**config.mk**
```make
export PLATFORM = sky130hd
export DESIGN_NAME = uart_rx
export DESIGN_NICKNAME = d
export VERILOG_FILES = /design/src/rtl/uart_rx.sv
export SDC_FILE = /design/constraint.sdc
export NUM_CORES = 1
export LEC_CHECK = 0
export CAP_MARGIN = 20
export CORE_AREA = 4 4 54 56
export CTS_CLUSTER_DIAMETER = 120
export DETAILED_ROUTE_END_ITERATION = 8
export DIE_AREA = 0 0 58 60
export DONT_BUFFER_PORTS = 1
export PLACE_DENSITY = 0.81
export SYNTH_ARGS = -nofsm -noshare
export SYNTH_HDL_FRONTEND = slang
export SYNTH_SLANG_ARGS = --single-unit
```
**constraint.sdc**
```tcl
create_clock -name i_clk -period 1.9 [get_ports i_clk]
set_input_delay 0.38 -clock i_clk [delete_from_list [all_inputs] [get_ports i_clk]]
set_output_delay 0.38 -clock i_clk [all_outputs]
set_load 0.02 [all_outputs]
```
**src/rtl/uart_rx.sv**
```systemverilog
// 8N1 UART receiver with mid-bit sampling and a 2-flop input synchronizer.
// Define UART_RX_PARITY_EN for 8E1 framing with an extra o_parity_err pulse.
module uart_rx #(
    parameter int CLKS_PER_BIT = 104
) (
    input  logic       i_clk,
    input  logic       i_reset,
    input  logic       i_uart_rx,
    output logic [7:0] o_data,
    output logic       o_valid,
    output logic       o_frame_err,
`ifdef UART_RX_PARITY_EN
    output logic       o_parity_err,
`endif
    output logic       o_busy
);

    localparam int CW = $clog2(CLKS_PER_BIT);
    localparam logic [CW-1:0] HALF = CW'((CLKS_PER_BIT - 1) / 2);
    localparam logic [CW-1:0] FULL = CW'(CLKS_PER_BIT - 1);

    localparam logic [2:0] IDLE      = 3'd0;
    localparam logic [2:0] START     = 3'd1;
    localparam logic [2:0] DATA      = 3'd2;
    localparam logic [2:0] STOP      = 3'd3;
    localparam logic [2:0] WAIT_IDLE = 3'd4;
`ifdef UART_RX_PARITY_EN
    localparam logic [2:0] PARITY    = 3'd5;
    logic       par_bit;
`endif

    logic [2:0]    state;
    logic          rx_m, rx_s;
    logic [CW-1:0] cnt;
    logic [2:0]    bit_cnt;
    logic [7:0]    shift;

    assign o_busy = (state != IDLE);

    always_ff @(posedge i_clk) begin
        if (i_reset) begin
            state       <= IDLE;
            rx_m        <= 1'b1;
            rx_s        <= 1'b1;
            cnt         <= '0;
            bit_cnt     <= '0;
            shift       <= '0;
            o_data      <= 8'h00;
            o_valid     <= 1'b0;
            o_frame_err <= 1'b0;
`ifdef UART_RX_PARITY_EN
            o_parity_err <= 1'b0;
            par_bit      <= 1'b0;
`endif
        end else begin
            rx_m        <= i_uart_rx;
            rx_s        <= rx_m;
            o_valid     <= 1'b0;
            o_frame_err <= 1'b0;
`ifdef UART_RX_PARITY_EN
            o_parity_err <= 1'b0;
`endif
            case (state)
                IDLE: begin
                    cnt     <= '0;
                    bit_cnt <= '0;
                    if (!rx_s) state <= START;
                end
                START: begin
                    // Half-period wait lands every later sample near mid-bit
                    if (cnt == HALF) begin
                        cnt     <= '0;
                        bit_cnt <= '0;
                        state   <= rx_s ? IDLE : DATA;
                    end else begin
                        cnt <= cnt + 1'b1;
                    end
                end
                DATA: begin
                    if (cnt == FULL) begin
                        cnt     <= '0;
                        shift   <= {rx_s, shift[7:1]};
                        bit_cnt <= bit_cnt + 3'd1;
`ifdef UART_RX_PARITY_EN
                        if (bit_cnt == 3'd7) state <= PARITY;
`else
                        if (bit_cnt == 3'd7) state <= STOP;
`endif
                    end else begin
                        cnt <= cnt + 1'b1;
                    end
                end
`ifdef UART_RX_PARITY_EN
                PARITY: begin
                    if (cnt == FULL) begin
                        cnt     <= '0;
                        par_bit <= rx_s;
                        state   <= STOP;
                    end else begin
                        cnt <= cnt + 1'b1;
                    end
                end
`endif
                STOP: begin
                    if (cnt == FULL) begin
                        cnt <= '0;
                        if (rx_s) begin
                            state <= IDLE;
`ifdef UART_RX_PARITY_EN
                            if (^{shift, par_bit}) begin
                                o_parity_err <= 1'b1;
                            end else begin
                                o_data  <= shift;
                                o_valid <= 1'b1;
                            end
`else
                            o_data  <= shift;
                            o_valid <= 1'b1;
`endif
                        end else begin
                            o_frame_err <= 1'b1;
                            state       <= WAIT_IDLE;
                        end
                    end else begin
                        cnt <= cnt + 1'b1;
                    end
                end
                WAIT_IDLE: begin
                    // A held-low line yields a single error pulse
                    if (rx_s) state <= IDLE;
                end
                default: state <= IDLE;
            endcase
        end
    end

endmodule

```
Figure 1. M1 wires (run 1).
Scale bar: 20 um. Cells faint in the background.
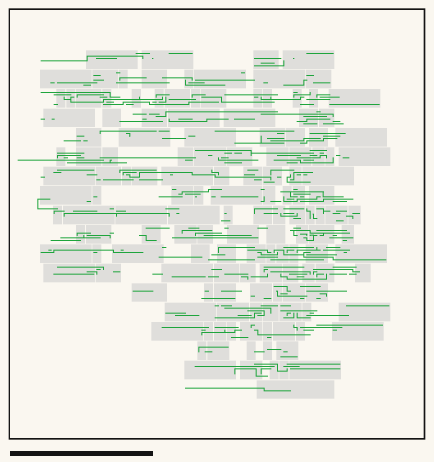
nets with wire on the layer: 140
wire length on this layer: 1040 um
longest straight run: 15.6 um

Figure 2. Metal 2 (run 1).
Scale bar: 20 um. Cells faint in the background.
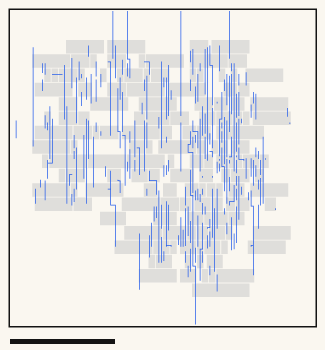
longest straight run: 21.4 um
share of all routed wire: 45%
wire length on this layer: 1010 um
main direction: vertical

Figure 3. Met3 routing (run 1).
Scale bar: 20 um. Cells faint in the background.
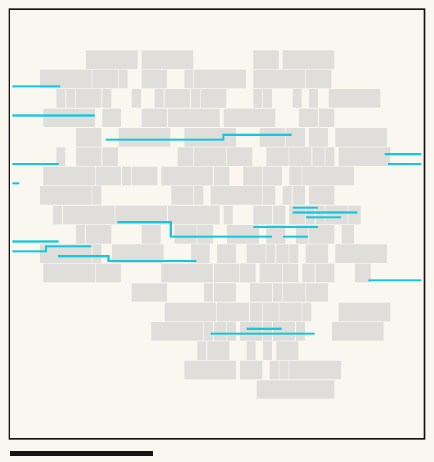
longest straight run: 16.3 um
nets with wire on the layer: 17
main direction: horizontal
wire length on this layer: 176 um

==> ds_physical_params.txt, run 1 <==
Physical design parameters

Parameter                              Value

Die
  Total Die Area    about 3500 um2
  Initial Util    0.576
  Std-Cell Core Area    ~2400 um2
  Die Span X    approximately 58 um
  Number of core rows    18
  Total number of tap cells    30

Worst hold path
  Min-Delay Endpoint    shift[7]$_SDFFE_PP0P_
  Critical hold path startpoint    i_reset

Drt
  DR vias/cell    5.57
  Amount of wire on met3 after detailed routing    175 um
  Number of vias after detailed routing    approximately 990
  Routed wire length    2.26 mm
  Post-route DRC violation count    0
  Sum of met2 wire segment lengths after detailed routing    1.01 mm
  Highest routing layer actually used    met4
  Starting DRT DRC Count    19
  Wire length per cell after detailed routing    12.8 um
  M1 WL    between 1 and 1.5 mm
  Antenna-violating nets left    0

Global route
  Largest net degree at the start of global routing    30
  First-pass GRT wire length    3.70 mm
  Antenna violations before repair    0
  Global routing usage on met2    0.218
  Peak-usage layer in the global routing report    met2

Layout
  Mi-comb count    101
  Logic gate fraction of the total cell area    0.454
  Nets    roughly 150
  Combinational gate area    672 um2
  Cell area after layout    roughly 1500 um2
  Register Area    661 um2
  Number of non-clock inverters in the layout    3
  Number of non-filler instances in the completed layout    177
  Sequential portion of the cell area    0.446
  Non-clock buffering overhead in the final layout    0.0101
  Layout buffer count excluding clock buffers    2
  Antenna cells    0
  Fraction of final layout cells sized beyond drive strength 1    0.0816
  Largest cell class by area    logic gates
  Seq cells    33

Power and ir drop
  Power density over cell area    849 nW/um2
  VDD IR-drop max    roughly 0.58 mV

Placement
  Post-DP Area    1400 um2
  Count of input and output buffers    0
  Total placed cells including tap cells    169
  GP Congestion    0.762

Synthesis
  Mean Syn Cell Area    9.60 um2
  Leading cell type by number of instances after synthesis    dfxtp_1
  Gate count after technology mapping    ~150
  Ys Warns    0
  Mapped Area    about 1400 um2
  Async SR Flop Fraction    0
  Count of instantiated cells in the yosys netlist    146
  Most common reg cell    dfxtp_1
  Number of nets in the synthesized netlist    152
  Largest area contributor in the netlist    dfxtp_1
  Portion of synthesized cell area occupied by the leading cell type    0.471
  Synth area leaders    dfxtp_1 (47%), mux2i_1 (12%), nor2_1 (7.8%)
  Yosys stat chip area    1400 um2
  Most instantiated cells after synthesis    dfxtp_1 (33), nor2_1 (29), mux2i_1 (17)

Setup path
  Reg-to-reg critical path endpoint    o_data[6]$_SDFFE_PP0P_
  Critical-path maximum fanout    9
  R2r setup slk    0.22 ns
  Worst reg2reg path depth    5
  Worst endpoint required time    2.13 ns
  Capture point of the worst path    o_data[6]$_SDFFE_PP0P_
  Type of origin of the critical path    flip-flop
  Endpoint class of the critical path    flip-flop
  Critical Path AT    1.92 ns
  Launch point of the critical path    cnt[0]$_SDFFE_PP0P_

Outcome
  Outcome    complete, no violations

Clocking
  Maximum level of the CTS H-tree    2
  Reg clk slew, reported paths    0.10 ns
  Cell at the root of the clock tree    clkbuf_4
  TritonCTS clock tree    built
  Resized cells post-CTS    0
  Clk Latency, worst-skew pair    0.33 ns
  Clock tree buffer depth    2
  Inserted Clock Buffers    5
  Number of buffers inserted for hold repair after clock tree synthesis    0

Final timing
  Shortest clock period the worst path allows after layout    1.68 ns
  Sum of negative setup slack    0 ns
  Final Hold Violation Tally    0
  Worst-case clock skew    0.00966 ns
  Top achievable clock speed    0.595 GHz
  Remaining max-slew budget at the tightest pin    0.682
  Minimum hold slack    0.111 ns
  Setup repair after global routing missed its margin    no

Job
  OpenROAD warnings    26
[run 1: worst max-delay path, cell delays in order (launching register included)]
cell and delay (ns):
dfxtp_1 0.39, ha_1 0.21, and3b_1 0.35, nand3_2 0.32
mux2i_1 0.27, nor2_1 0.05
[run 1: power by group]
| part | leakage [nW] | internal (mW) | switching, mW |
|---|---|---|---|
| Clock | 0.0455 | 0.314 | 0.227 |
| Sequential | 0.266 | 0.695 | 0.00567 |
| Combinational | 0.337 | 0.00820 | 0.00767 |
[run 1: flip-flops by register name (all words and copies together), names as in the netlist]
name	cells
state	3
bit_cnt	3
o_valid	1
rx_s	1
o_frame_err	1
rx_m	1
o_data	8
cnt	7
shift	8
[run 1: logic make-up after synthesis]
logic type	Yosys count	share of synthesized area
AND-OR/OR-AND	12	0.0589
XOR/XNOR	6	0.0375
adder cells (fa/ha/maj)	3	0.0268
buffers and inverters	12	0.0491
flip-flops	33	0.471
multiplexers	17	0.121
AND/OR/NAND/NOR	63	0.235
[run 1: layout by cell type, fill, tap and decap left out]
master,n
nor3b_1,3
nand2_1,5
ha_1,3
or3_1,1
clkbuf_4,5
and4b_1,1
and2_1,1
nor2b_1,2
buf_4,2
dfxtp_1,33
xnor2_1,4
a41oi_1,1
clkbuf_8,1
and3b_1,2
nand3_1,6
a211oi_1,2
nor3_1,1
nand3_2,1
clkbuf_1,1
o32ai_1,2
bufinv_16,1
a2bb2oi_1,1
o21bai_1,1
inv_1,3
a21oi_1,5
nor4b_1,1
nand4b_1,3
mux2i_1,17
nor2_1,29
xor2_1,2
or3b_1,1
or2_2,2
nor4_1,1
nand2b_1,3
==> run 1 -> run 2 <==
--- a/config.mk
+++ b/config.mk
@@ -7,11 +7,13 @@
 export LEC_CHECK = 0
 export CAP_MARGIN = 20
 export CORE_AREA = 4 4 54 56
+export CTS_BUF_LIST = sky130_fd_sc_hd__clkbuf_8
 export CTS_CLUSTER_DIAMETER = 120
 export DETAILED_ROUTE_END_ITERATION = 8
 export DIE_AREA = 0 0 58 60
 export DONT_BUFFER_PORTS = 1
 export PLACE_DENSITY = 0.81
+export SLEW_MARGIN = 10
 export SYNTH_ARGS = -nofsm -noshare
 export SYNTH_HDL_FRONTEND = slang
 export SYNTH_SLANG_ARGS = --single-unit
Figure 4. M1 wires (run 2).
Scale bar: 20 um. Cells faint in the background.
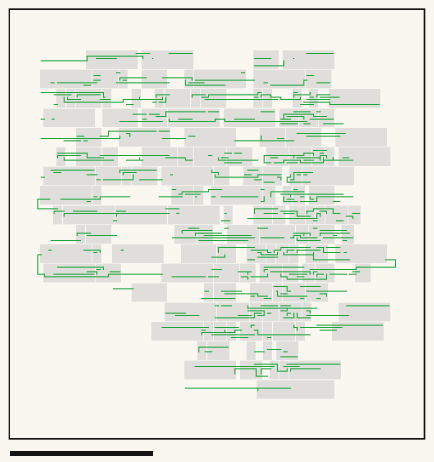
nets with wire on the layer: 141
longest straight run: 14.7 um
main direction: horizontal
wire length on this layer: 984 um

==> run 2 against run 1 <==
Against the previous run:
- flip-flop count unchanged
- non-clock buffer count stayed put
- global-route usage grew 0.091 points
- register-to-register slack barely moved
- critical endpoint unchanged
- largest cell class unchanged
==> ds_physical_params.txt, run 2 <==
Physical design parameters

Parameter                              Value

Clocking
  TritonCTS clock tree    built (unchanged)
  Clk Latency, worst-skew pair    0.27 ns (was 0.33 ns)
  Maximum level of the CTS H-tree    2 (unchanged)
  Reg clk slew, reported paths    0.07 ns (was 0.10 ns)
  Inserted Clock Buffers    5 (unchanged)
  CTS sink cnt    33 (unchanged)
  Post-CTS Repair Setup Buffers    0 (unchanged)
  Number of buffers inserted for hold repair after clock tree synthesis    0 (unchanged)
  Resized cells post-CTS    0 (unchanged)
  Clock tree buffer depth    2 (unchanged)
  Cell at the root of the clock tree    clkbuf_8 (was clkbuf_4)

Drt
  DR vias/cell    5.53 (was 5.57)
  Starting DRT DRC Count    23 (was 19)
  Wire length per cell after detailed routing    12.6 um (was 12.8 um)
  Post-route DRC violation count    0 (unchanged)
  Antenna-violating nets left    0 (unchanged)
  Number of vias after detailed routing    978 (was 986)
  Routed wire length    2.24 mm (was 2.26 mm)

Final timing
  Sum of negative setup slack    0 ns (unchanged)
  Setup repair after global routing missed its margin    no (unchanged)
  Final Hold Violation Tally    0 (unchanged)
  Top achievable clock speed    0.593 GHz (was 0.595 GHz)
  Worst-case clock skew    0.00597 ns (was 0.00966 ns)
  Remaining max-slew budget at the tightest pin    0.678 (was 0.682)
  Fin crit share    0.888 (was 0.885)
  Shortest clock period the worst path allows after layout    1.69 ns (was 1.68 ns)

Synthesis
  Unique masters post-synth    33 (unchanged)
  Portion of synthesized cell area occupied by the leading cell type    0.471 (unchanged)
  Yosys stat chip area    1400 um2 (unchanged)
  Mean Syn Cell Area    9.60 um2 (unchanged)
  Largest area contributor in the netlist    dfxtp_1 (unchanged)
  Most common reg cell    dfxtp_1 (unchanged)
  Synth area leaders    dfxtp_1 (47%), mux2i_1 (12%), nor2_1 (7.8%) (unchanged)
  Mapped Area    1400 um2 (unchanged)
  Ys Warns    0 (unchanged)
  Count of instantiated cells in the yosys netlist    146 (unchanged)
  Fraction of the yosys area taken by sequential cells    0.471 (unchanged)
  Gate count after technology mapping    146 (unchanged)
  Total of flip-flops plus latches after synthesis    33 (unchanged)
  Number of enable-type register cells in the synthesized netlist    0 (unchanged)
  Most instantiated cells after synthesis    dfxtp_1 (33), nor2_1 (29), mux2i_1 (17) (unchanged)
  Number of nets in the synthesized netlist    152 (unchanged)
  Async SR Flop Fraction    0 (unchanged)
  Leading cell type by number of instances after synthesis    dfxtp_1 (unchanged)

Layout
  Cell area after layout    1510 um2 (was 1480 um2)
  Nets    152 (unchanged)
  Number of non-filler instances in the completed layout    177 (unchanged)
  Fraction of final layout cells sized beyond drive strength 1    0.0816 (unchanged)
  Highest-count cells in the layout ignoring fill and taps    dfxtp_1 (33), nor2_1 (29), mux2i_1 (17) (unchanged)
  Area overhead of the layout relative to synthesis    7.95% (was 5.71%)
  Leading registers by flop count    o_data x8, shift x8, cnt x7 (unchanged)
  Combinational gate area    672 um2 (unchanged)
  Register Area    661 um2 (unchanged)
  Layout filler cell count    188 (was 198)
  Antenna cells    0 (unchanged)
  Share of the core filled with cells in the final layout    0.622 (was 0.609)
  Most common logic cell in the routed design    dfxtp_1 (unchanged)

Placement
  Count of input and output buffers    0 (unchanged)
  Post-DP Area    1400 um2 (unchanged)
  Total placed cells including tap cells    169 (unchanged)
  GP Congestion    0.762 (unchanged)

Setup path
  Cells along the critical path    ha_1 -> and3b_1 -> nand3_2 -> mux2i_1 -> nor2_1 (unchanged)
  Worst endpoint required time    2.07 ns (was 2.13 ns)
  Top cell family by delay on the critical path    simple AND/OR/NAND/NOR gates (unchanged)
  Critical Path AT    1.86 ns (was 1.92 ns)
  Critical-path maximum fanout    9 (unchanged)
  WS Path Type    reg -> reg (unchanged)
  Type of origin of the critical path    flip-flop (unchanged)
  Worst reg2reg path depth    5 (unchanged)
  Total stage count of the critical path    5 (unchanged)
  Slowest Stage Delay on Critical Path    0.39 ns (about the same)
  Slowest stage cell, crit path    dfxtp_1 (unchanged)
  Endpoint class of the critical path    flip-flop (unchanged)
  Buffers & Inverters on Critical Path    0 (unchanged)

Global route
  First-pass GRT wire length    3.73 mm (was 3.70 mm)
  Largest net degree at the start of global routing    30 (unchanged)
  Antenna violations before repair    0 (unchanged)
  Vias in the first global route    859 (was 856)

Power and ir drop
  VDD IR-drop max    0.652 mV (was 0.576 mV)
  Power density over cell area    910 nW/um2 (was 849 nW/um2)
  Leak Pwr    0.666 nW (was 0.649 nW)

Job
  OpenROAD warnings    26 (unchanged)

Outcome
  Outcome    complete, no violations (unchanged)

Die
  Number of core rows    18 (unchanged)
  Total Die Area    3480 um2 (unchanged)
  Initial Util    0.576 (unchanged)
  Vertical extent of the die    60 um (unchanged)
  Die Span X    58 um (unchanged)
  Std-Cell Core Area    2430 um2 (unchanged)

Worst hold path
  Worst hold-check path type    in -> reg (unchanged)
Figure 5. Met3 routing (run 2).
Scale bar: 20 um. Cells faint in the background.
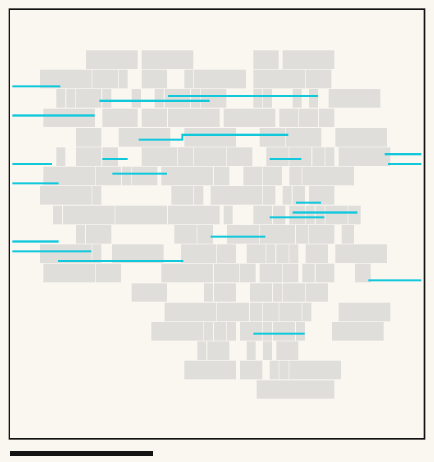
main direction: horizontal
wire length on this layer: 185 um
share of all routed wire: 8.3%
nets with wire on the layer: 18

run 2: cell counts after synthesis:
Identical to the previous run, type by type.
run 2: worst paths after layout:
path,slack (ns),startpoint,to
worst max-delay path,0.21,cnt[0]$_SDFFE_PP0P_,o_data[6]$_SDFFE_PP0P_
worst min-delay path,0.17,i_reset,shift[7]$_SDFFE_PP0P_
worst max register to register,0.21,cnt[0]$_SDFFE_PP0P_,o_data[6]$_SDFFE_PP0P_
worst min register to register,0.42,rx_m$_SDFF_PP1_,rx_s$_SDFF_PP1_
run 2: per-stage QoR:
step	worst slack, ns	hold WS [ns]
4_1_cts	0.211	0.161
2_1_floorplan	0.391	0.389
5_1_grt	0.0517	0.153
3_5_place_dp	0.225	0.409
3_3_place_gp	0.317	0.400
6_report	0.214	0.170
run 2: area by class of cell:
class,instances,share of cell area
repair buffers,2,0.00993
clock buffers,6,0.0546
multi-input cells,101,0.444
flip-flops and latches,33,0.437
inverters,3,0.00744
well taps,30,0.0248
clock inverters,2,0.0223
run 2: logic make-up after synthesis:
logic type / synth area share
simple gates: 0.235
flops: 0.471
fa+ha+maj: 0.0268
compound gates: 0.0589
xor+xnor: 0.0375
mux: 0.121
buf+inv: 0.0491
run 2: report_power, final:
group / internal, mW / switching [mW] / leakage [nW]
sequential: 0.696 / 0.00548 / 0.266
combinational: 0.00820 / 0.00765 / 0.337
clock: 0.422 / 0.238 / 0.0626
total: 1.13 / 0.251 / 0.666
run 2: routing by layer:
metal  up-vias  part of all wire  track usage
met4         0             0.011       0.0695
met3         2             0.083       0.0691
li1        498                 -            -
met5         -                 0            0
met2        34              0.47        0.216
met1       444              0.44        0.175
==> run 2 -> run 3 <==
--- a/config.mk
+++ b/config.mk
@@ -6,13 +6,13 @@
 export NUM_CORES = 1
 export LEC_CHECK = 0
 export CAP_MARGIN = 20
-export CORE_AREA = 4 4 54 56
+export CORE_AREA = 4 4 52 54
 export CTS_BUF_LIST = sky130_fd_sc_hd__clkbuf_8
 export CTS_CLUSTER_DIAMETER = 120
 export DETAILED_ROUTE_END_ITERATION = 8
-export DIE_AREA = 0 0 58 60
+export DIE_AREA = 0 0 56 58
 export DONT_BUFFER_PORTS = 1
-export PLACE_DENSITY = 0.81
+export PLACE_DENSITY = 0.86
 export SLEW_MARGIN = 10
 export SYNTH_ARGS = -nofsm -noshare
 export SYNTH_HDL_FRONTEND = slang
Figure 6. M1 wires (run 3).
Scale bar: 20 um. Cells faint in the background.
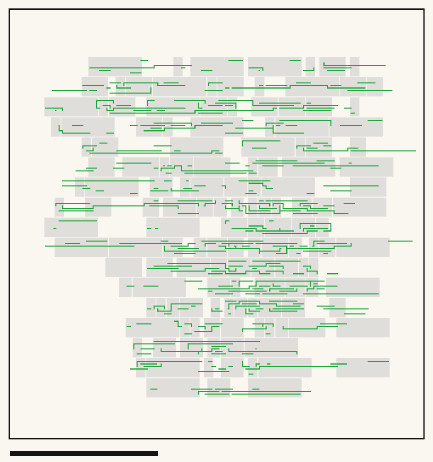
longest straight run: 16.6 um
share of all routed wire: 45%
wire length on this layer: 1060 um
main direction: horizontal
nets with wire on the layer: 143

==> run 3 against run 2 <==
Against the previous run:
- non-clock buffer count is 1 lower
- clock power is 28% lower
- design area is 2.6% lower
- flip-flop count stayed put
==> ds_physical_params.txt, run 3 <==
Physical design parameters

Parameter                              Value

Die
  Initial Util    0.633 (was 0.576)
  Die Span X    56 um (was 58 um)
  Std-Cell Core Area    2210 um2 (was 2430 um2)

Setup path
  Worst endpoint required time    2.05 ns (was 2.07 ns)
  Type of origin of the critical path    flip-flop (unchanged)
  Endpoint class of the critical path    flip-flop (unchanged)
  R2r setup slk    0.18 ns (was 0.21 ns)
  Slowest stage cell, crit path    dfxtp_1 (unchanged)
  Critical Path AT    1.88 ns (was 1.86 ns)
  Cells along the critical path    ha_1 -> and3b_1 -> a41oi_1 -> a21oi_1 -> o32ai_1 (was ha_1 -> and3b_1 -> nand3_2 -> mux2i_1 -> nor2_1)
  Critical-path maximum fanout    9 (unchanged)
  Slowest Stage Delay on Critical Path    0.38 ns (was 0.39 ns)
  Reg-to-reg critical path endpoint    bit_cnt[1]$_SDFFE_PP0P_ (was o_data[6]$_SDFFE_PP0P_)

Synthesis
  Async SR Flop Fraction    0 (unchanged)
  Synth area leaders    dfxtp_1 (47%), mux2i_1 (12%), nor2_1 (7.8%) (unchanged)
  Most common reg cell    dfxtp_1 (unchanged)
  Number of nets in the synthesized netlist    152 (unchanged)
  Largest area contributor in the netlist    dfxtp_1 (unchanged)
  Most instantiated cells after synthesis    dfxtp_1 (33), nor2_1 (29), mux2i_1 (17) (unchanged)
  Total of flip-flops plus latches after synthesis    33 (unchanged)
  Unique masters post-synth    33 (unchanged)
  Number of enable-type register cells in the synthesized netlist    0 (unchanged)
  Portion of synthesized cell area occupied by the leading cell type    0.471 (unchanged)
  Leading cell type by number of instances after synthesis    dfxtp_1 (unchanged)
  Mean Syn Cell Area    9.60 um2 (unchanged)
  Gate count after technology mapping    146 (unchanged)
  Ys Warns    0 (unchanged)
  Fraction of the yosys area taken by sequential cells    0.471 (unchanged)
  Mapped Area    1400 um2 (unchanged)
  Yosys stat chip area    1400 um2 (unchanged)

Power and ir drop
  Clk network pwr share    0.399 (was 0.479)
  Power dissipated in combinational cells    0.0153 mW (was 0.0159 mW)
  Internal power component    0.951 mW (was 1.13 mW)
  VDD IR-drop max    0.814 mV (was 0.652 mV)
  Leak Pwr    0.645 nW (was 0.666 nW)
  Switching power as a share of total power    0.203 (was 0.183)
  Sw Pwr    0.242 mW (was 0.251 mW)
  Sequential power    0.701 mW (about the same)
  Comb pwr share    0.013 (was 0.012)
  Leading power group    sequential cells (unchanged)

Final timing
  Remaining max-slew budget at the tightest pin    0.681 (was 0.678)
  Setup repair after global routing missed its margin    no (unchanged)
  Sum of negative setup slack    0 ns (unchanged)
  Shortest clock period the worst path allows after layout    1.72 ns (was 1.69 ns)
  Top achievable clock speed    0.580 GHz (was 0.593 GHz)
  Fin crit share    0.908 (was 0.888)
  Worst Slack Setup Final    0.175 ns (was 0.214 ns)

Layout
  Highest-count cells in the layout ignoring fill and taps    dfxtp_1 (33), nor2_1 (29), mux2i_1 (17) (unchanged)
  Nets    151 (was 152)
  Fraction of final layout cells sized beyond drive strength 1    0.0822 (was 0.0816)
  Area overhead of the layout relative to synthesis    5.09% (was 7.95%)
  Antenna cells    0 (unchanged)
  Layout filler cell count    165 (was 188)
  Cell area after layout    1470 um2 (was 1510 um2)

Clocking
  Inserted Clock Buffers    5 (unchanged)
  Cell at the root of the clock tree    clkbuf_8 (unchanged)
  Reg clk slew, reported paths    0.06 ns (was 0.07 ns)
  TritonCTS clock tree    built (unchanged)

Placement
  GP Congestion    0.834 (was 0.762)
  Count of input and output buffers    0 (unchanged)
  Post-DP Area    1390 um2 (was 1400 um2)

Drt
  Post-route DRC violation count    0 (unchanged)
  M1 WL    1.06 mm (was 984 um)
  Antenna-violating nets left    0 (unchanged)
  DR vias/cell    5.67 (was 5.53)
  Sum of met2 wire segment lengths after detailed routing    1.15 mm (was 1.04 mm)
  Starting DRT DRC Count    18 (was 23)
  Amount of wire on met3 after detailed routing    110 um (was 185 um)

Global route
  Global-route track usage on met1    0.187 (was 0.175)
  Largest net degree at the start of global routing    30 (unchanged)
  Met3 routing resource usage after global routing    0.0780 (was 0.0691)
  First-pass GRT wire length    4.28 mm (was 3.73 mm)
  Peak-usage layer in the global routing report    met2 (unchanged)

Worst hold path
  Worst hold-check path type    in -> reg (unchanged)
  Min-Delay Endpoint    o_data[3]$_SDFFE_PP0P_ (was shift[7]$_SDFFE_PP0P_)

Outcome
  Outcome    complete, no violations (unchanged)

Job
  OpenROAD warnings    26 (unchanged)
Figure 7. Metal 2 (run 3).
Scale bar: 20 um. Cells faint in the background.
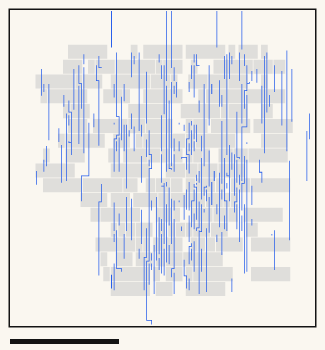
routed wire length: 2.35 mm
number of vias after detailed routing: 986
global routing usage on met2: 0.287

## run 3: final cells by class
class | instances | area [um2] | share of cell area
sequential | 33 | 661 | 0.449
tap | 28 | 35.0 | 0.0238
clock buffer | 5 | 68.8 | 0.0467
multi-input combinational | 101 | 676 | 0.459
timing repair buffer | 1 | 7.51 | 0.00510
inverter | 3 | 11.3 | 0.00765
clock inverter | 3 | 13.8 | 0.00935
## run 3: worst max-delay path by stage
stage,start,end,slack (ns),depth (start not counted)
after detailed placement,cnt[0]$_SDFFE_PP0P_,cnt[3]$_SDFFE_PP0P_,0.11,5
after CTS,cnt[0]$_SDFFE_PP0P_,cnt[3]$_SDFFE_PP0P_,0.11,5
after global placement,cnt[0]$_SDFFE_PP0P_,cnt[1]$_SDFFE_PP0P_,0.21,5
after floorplan,cnt[0]$_SDFFE_PP0P_,cnt[0]$_SDFFE_PP0P_,0.39,6
final,cnt[0]$_SDFFE_PP0P_,bit_cnt[1]$_SDFFE_PP0P_,0.18,5
after global routing,cnt[0]$_SDFFE_PP0P_,bit_cnt[1]$_SDFFE_PP0P_,0.008,5
## run 3: cells by family after synthesis
family                   count (synthesis)  synth area share
adder cells (fa/ha/maj)                  3            0.0268
XOR/XNOR                                 6            0.0375
AND-OR/OR-AND                           12            0.0589
buffers and inverters                   12            0.0491
flip-flops                              33             0.471
AND/OR/NAND/NOR                         63             0.235
multiplexers                            17             0.121
## run 3: through the flow
stage          hold slack [ns]  power (mW)  utilization  std cells
3_3_place_gp             0.399       0.731        0.627        166
3_5_place_dp             0.415       0.731        0.627        166
2_1_floorplan            0.389       0.736            -        146
4_1_cts                  0.157        1.21        0.664        174
6_report                 0.166        1.19        0.666        174
5_1_grt                  0.150        1.26        0.666        174
Power is estimated from default activity; no workload was simulated.
